File: src/rtl/guitar_pkg.sv
// rtl/guitar_pkg.sv - shared state encoding and scoring constants for note_highway
package guitar_pkg;

    typedef enum logic [1:0] {
        ST_IDLE  = 2'd0,
        ST_PLAY  = 2'd1,
        ST_PAUSE = 2'd2,
        ST_DONE  = 2'd3
    } hw_state_t;

    localparam int SCORE_PER_HIT = 10;
    localparam int COMBO_STEP    = 8;
    localparam int MAX_MULT      = 4;

`ifdef NOTE_HIGHWAY_MULT_EN
    // Combo-driven score multiplier, capped so long streaks stop paying extra.
    function automatic logic [31:0] hit_mult(input logic [31:0] combo_val);
        logic [31:0] m;
        m = 32'd1 + combo_val / 32'(COMBO_STEP);
        if (m > 32'(MAX_MULT)) begin
            m = 32'(MAX_MULT);
        end
        return m;
    endfunction
`endif

endpackage

File: src/rtl/sync_edge.sv
// rtl/sync_edge.sv - two-flop synchronizer with rising-edge pulse output
module sync_edge (
    input  logic clk,
    input  logic rst,
    input  logic din,
    output logic rise
);

    logic s1;
    logic s2;
    logic s3;

    // Metastability filter followed by one history flop for edge detection.
    always_ff @(posedge clk or negedge rst) begin
        if (!rst) begin
            s1 <= 1'b0;
            s2 <= 1'b0;
            s3 <= 1'b0;
        end else begin
            s1 <= din;
            s2 <= s1;
            s3 <= s2;
        end
    end

    assign rise = s2 & ~s3;

endmodule

File: src/rtl/note_highway.sv
// rtl/note_highway.sv - scrolling note field, hit judging, score and combo (NOTE_HIGHWAY_MULT_EN enables combo multiplier)
module note_highway
    import guitar_pkg::*;
#(
    parameter int LANES   = 4,
    parameter int ROWS    = 16,
    parameter int SCORE_W = 16,
    parameter int COMBO_W = 8
) (
    input  logic                     in_clk,
    input  logic                     rst,
    input  logic                     step_clk,
    input  logic                     run,
    input  logic [LANES-1:0]         note_in,
    input  logic                     song_end,
    input  logic [LANES-1:0]         buttons,
    output logic                     note_req,
    output logic [LANES*ROWS-1:0]    field,
    output logic [SCORE_W-1:0]       score,
    output logic [COMBO_W-1:0]       combo,
    output logic                     hit,
    output logic                     miss,
    output logic [1:0]               state
);

    localparam int DRAIN_W = $clog2(ROWS + 1);
    localparam int HIT_W   = $clog2(LANES + 1);
    localparam logic [31:0] SCORE_MAX = 32'((64'd1 << SCORE_W) - 64'd1);
    localparam logic [31:0] COMBO_MAX = 32'((64'd1 << COMBO_W) - 64'd1);

    hw_state_t cur;
    hw_state_t nxt;

    logic               step_rise;
    logic [LANES-1:0]   press_rise;
    logic [DRAIN_W-1:0] drain_cnt;
    logic               draining;
    logic               drain_full;

    logic               active;
    logic               do_step;
    logic               drain_now;
    logic [LANES-1:0]   presses;
    logic [LANES-1:0]   hits;
    logic [LANES-1:0]   row0_left;
    logic [LANES-1:0]   top_row;
    logic               bad_press;
    logic               dropped;
    logic               any_miss;
    logic [HIT_W-1:0]   hit_cnt;
    logic [31:0]        incr;
    logic [31:0]        score_sum;
    logic [31:0]        combo_sum;
    logic [SCORE_W-1:0] score_new;
    logic [COMBO_W-1:0] combo_new;
    logic [LANES*ROWS-1:0] field_next;

    sync_edge u_step_sync (
        .clk  (in_clk),
        .rst  (rst),
        .din  (step_clk),
        .rise (step_rise)
    );

    for (genvar l = 0; l < LANES; l++) begin : g_btn_sync
        sync_edge u_btn_sync (
            .clk  (in_clk),
            .rst  (rst),
            .din  (buttons[l]),
            .rise (press_rise[l])
        );
    end

    assign drain_full = (drain_cnt == DRAIN_W'(ROWS));
    assign state      = cur;

    // State register.
    always_ff @(posedge in_clk or negedge rst) begin
        if (!rst) begin
            cur <= ST_IDLE;
        end else begin
            cur <= nxt;
        end
    end

    // Next-state: a finished drain wins over a pause request.
    always_comb begin
        nxt = cur;
        case (cur)
            ST_IDLE:  if (run) nxt = ST_PLAY;
            ST_PLAY: begin
                if (drain_full)  nxt = ST_DONE;
                else if (!run)   nxt = ST_PAUSE;
            end
            ST_PAUSE: if (run) nxt = ST_PLAY;
            ST_DONE:  if (!run) nxt = ST_IDLE;
            default:  nxt = ST_IDLE;
        endcase
    end

    // Judge presses against the pre-shift hit row, then scroll the field.
    always_comb begin
        active    = (cur == ST_PLAY);
        do_step   = active & step_rise;
        drain_now = draining | song_end;
        presses   = active ? press_rise : '0;
        hits      = presses & field[LANES-1:0];
        bad_press = |(presses & ~field[LANES-1:0]);
        row0_left = field[LANES-1:0] & ~hits;
        dropped   = do_step & (|row0_left);
        any_miss  = bad_press | dropped;
        top_row   = drain_now ? '0 : note_in;

        field_next = field;
        field_next[LANES-1:0] = row0_left;
        if (do_step) begin
            field_next = {top_row, field_next[LANES*ROWS-1:LANES]};
        end
    end

    // Count simultaneous hits so score and combo credit every lane.
    always_comb begin
        hit_cnt = '0;
        for (int l = 0; l < LANES; l++) begin
            hit_cnt = hit_cnt + HIT_W'(hits[l]);
        end
    end

    // Saturating score and combo updates; the multiplier sees the pre-update combo.
    always_comb begin
`ifdef NOTE_HIGHWAY_MULT_EN
        incr = 32'(SCORE_PER_HIT) * hit_mult(32'(combo));
`else
        incr = 32'(SCORE_PER_HIT);
`endif
        score_sum = 32'(score) + incr * 32'(hit_cnt);
        combo_sum = 32'(combo) + 32'(hit_cnt);
        score_new = (score_sum > SCORE_MAX) ? SCORE_MAX[SCORE_W-1:0] : score_sum[SCORE_W-1:0];
        combo_new = (combo_sum > COMBO_MAX) ? COMBO_MAX[COMBO_W-1:0] : combo_sum[COMBO_W-1:0];
    end

    // Field, score, combo, drain tracking and one-cycle event pulses.
    always_ff @(posedge in_clk or negedge rst) begin
        if (!rst) begin
            field     <= '0;
            score     <= '0;
            combo     <= '0;
            drain_cnt <= '0;
            draining  <= 1'b0;
            note_req  <= 1'b0;
            hit       <= 1'b0;
            miss      <= 1'b0;
        end else begin
            note_req <= 1'b0;
            hit      <= 1'b0;
            miss     <= 1'b0;
            if (cur == ST_IDLE && run) begin
                field     <= '0;
                score     <= '0;
                combo     <= '0;
                drain_cnt <= '0;
                draining  <= 1'b0;
            end else if (active) begin
                field <= field_next;
                score <= score_new;
                combo <= any_miss ? '0 : combo_new;
                hit   <= |hits;
                miss  <= any_miss;
                if (do_step) begin
                    note_req <= ~drain_now;
                    if (drain_now) begin
                        draining <= 1'b1;
                        if (!drain_full) begin
                            drain_cnt <= drain_cnt + DRAIN_W'(1);
                        end
                    end
                end
            end
        end
    end

endmodule

File: config.mk
export PLATFORM = sky130hd
export DESIGN_NAME = note_highway
export DESIGN_NICKNAME = d
export VERILOG_FILES = /design/src/rtl/guitar_pkg.sv /design/src/rtl/sync_edge.sv /design/src/rtl/note_highway.sv
export SDC_FILE = /design/constraint.sdc
export NUM_CORES = 1
export LEC_CHECK = 0
export ABC_AREA = 1
export CAP_MARGIN = 20
export CORE_UTILIZATION = 45
export DETAILED_ROUTE_END_ITERATION = 8
export PLACE_DENSITY = 0.71
export SLEW_MARGIN = 20
export SYNTH_ARGS = -nofsm -noshare
export SYNTH_HDL_FRONTEND = slang
export SYNTH_SLANG_ARGS = --single-unit
File: constraint.sdc
create_clock -name in_clk -period 11.15 [get_ports in_clk]
set_input_delay 1.6725 -clock in_clk [delete_from_list [all_inputs] [get_ports in_clk]]
set_output_delay 1.6725 -clock in_clk [all_outputs]
set_load 0.05 [all_outputs]
Signal wires by layer:
Two of the layers only.
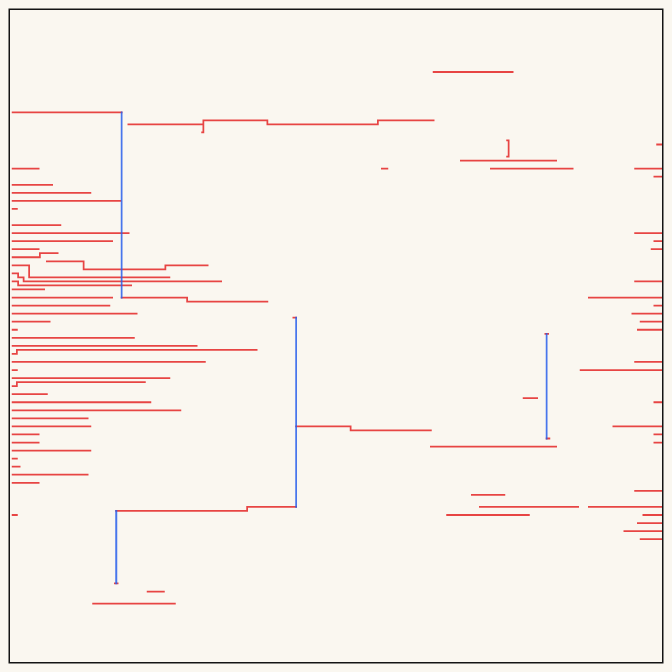
Key: metal 3 = red [wire length 965 µm]; metal 4 = blue [wire length 93.2 µm]

Sequential cells colored by netlist name:
Other sequential cells in the stronger gray, the rest of the logic in the fainter gray.
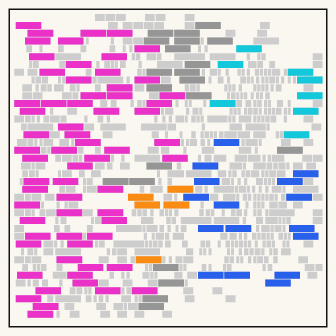
Key: `combo` = cyan [flops 8, where upper right]; `field` = magenta [flops 64]; `score` = blue [flops 16]; `drain_cnt` = orange [flops 5]

==> run notes <==
Implementation numbers.

- The total power density per cell area reads 167.4 nW/µm².
- The capturing instance or port of the critical path is score[11].
- Before CTS, the worst setup slack after placement is 6.763 ns.
- The slew at the pin with the worst max-slew slack is 1.014 ns.
- The horizontal extent of the die is 110.1 µm.
- The leakage component of the power reads 3.306 nW.
- The script logs the mean routed wire length per placed instance as 14.25 µm.
- The wire length on met1 is 5312 µm.
- Yosys attributes the largest share of cell area to dfrtp_1 54%, nand2_1 8.9%, inv_1 7.6%, o22ai_1 6.3%, ha_1 4.3%.
- On the worst setup and hold paths after CTS, the clock-pin slew comes to 0.05 ns.
- The largest fanout of any net on the critical path is 33.
- The flip-flop and latch count after synthesis is 114.
- The compound-gate portion of the synthesized area reads 11.02%.
- The routed length on met2 is 5611 µm.
- The Yosys step of the flow raised 0 warnings.
- The peak-usage layer in the global routing report reads met2.
- The run finished with clean final reports.
- The combinational fraction of the cell area reads 26.80%.
- The count of non-CTS inverters in the layout reads 111.
- Excluding fillers, the count of instances in the completed layout stands at 841.
- TritonCTS built the clock tree.
- The count of pins on the block boundary reads 106.
- The largest incremental delay on the critical path reads 0.60 ns.
- The total overflow reported by the global router is 0.
- The relative contribution of combinational cells to total power is 14.5%.
- The cell class ranked first by area is registers.
- The count of flip-flops and latches reads 114.
- Setup repair after global routing left no endpoint under its margin.
- Between the synthesized netlist and the finished layout, the area growth was recorded as 33.01%.
- The number of buffers added on ports reads 105.
- The yosys-reported design area after synthesis is 5258 µm².
- The critical path's slowest cell is nand4_1.
- The switching portion of total power is 28.01%.
- The completed layout was analyzed and its total power is 1.170 mW.
- The post-CTS repair timing setup buffer count reads 0.
- Per the OpenROAD floorplan log, the height of the die is 110.1 µm.
- The number of antenna violations at the first check in global routing was 0.
- Counting every sink on the clock net gives 114.
- Counting buffers and inverters, the worst setup path is 19 cells deep.
- The count of multi-input combinational gates reads 334.
Pin placement:
Pins as bars across the die edge, other pins in gray.
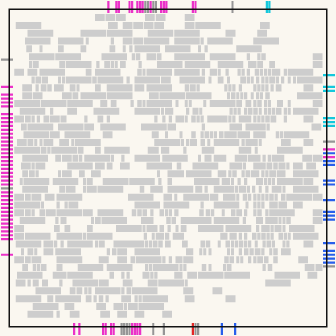
Key: `score` = blue [pins 16, direction output, edge 14 right, 2 bottom]; `combo` = cyan [pins 8, direction output, edge 6 right, 2 top]; `run` = red [pins 1, direction input, edge bottom]; `field` = magenta [pins 64, direction output, edge 38 left, 14 top, 10 bottom, 2 right]
All pins by edge: 40 left, 24 right, 21 top, 21 bottom.

Met3 routing:
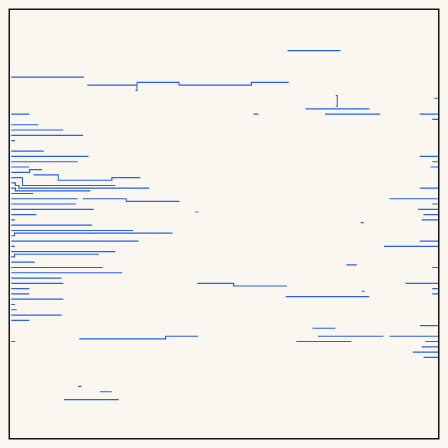
The layer holds 8.1% of the routed length. The wires run mostly horizontal.
grt met3 use: 10.52%
drt total wl: 11980 µm
number of vias in the routed layout: 4287

No activity file was given, so power comes from the tool's default toggle rates.
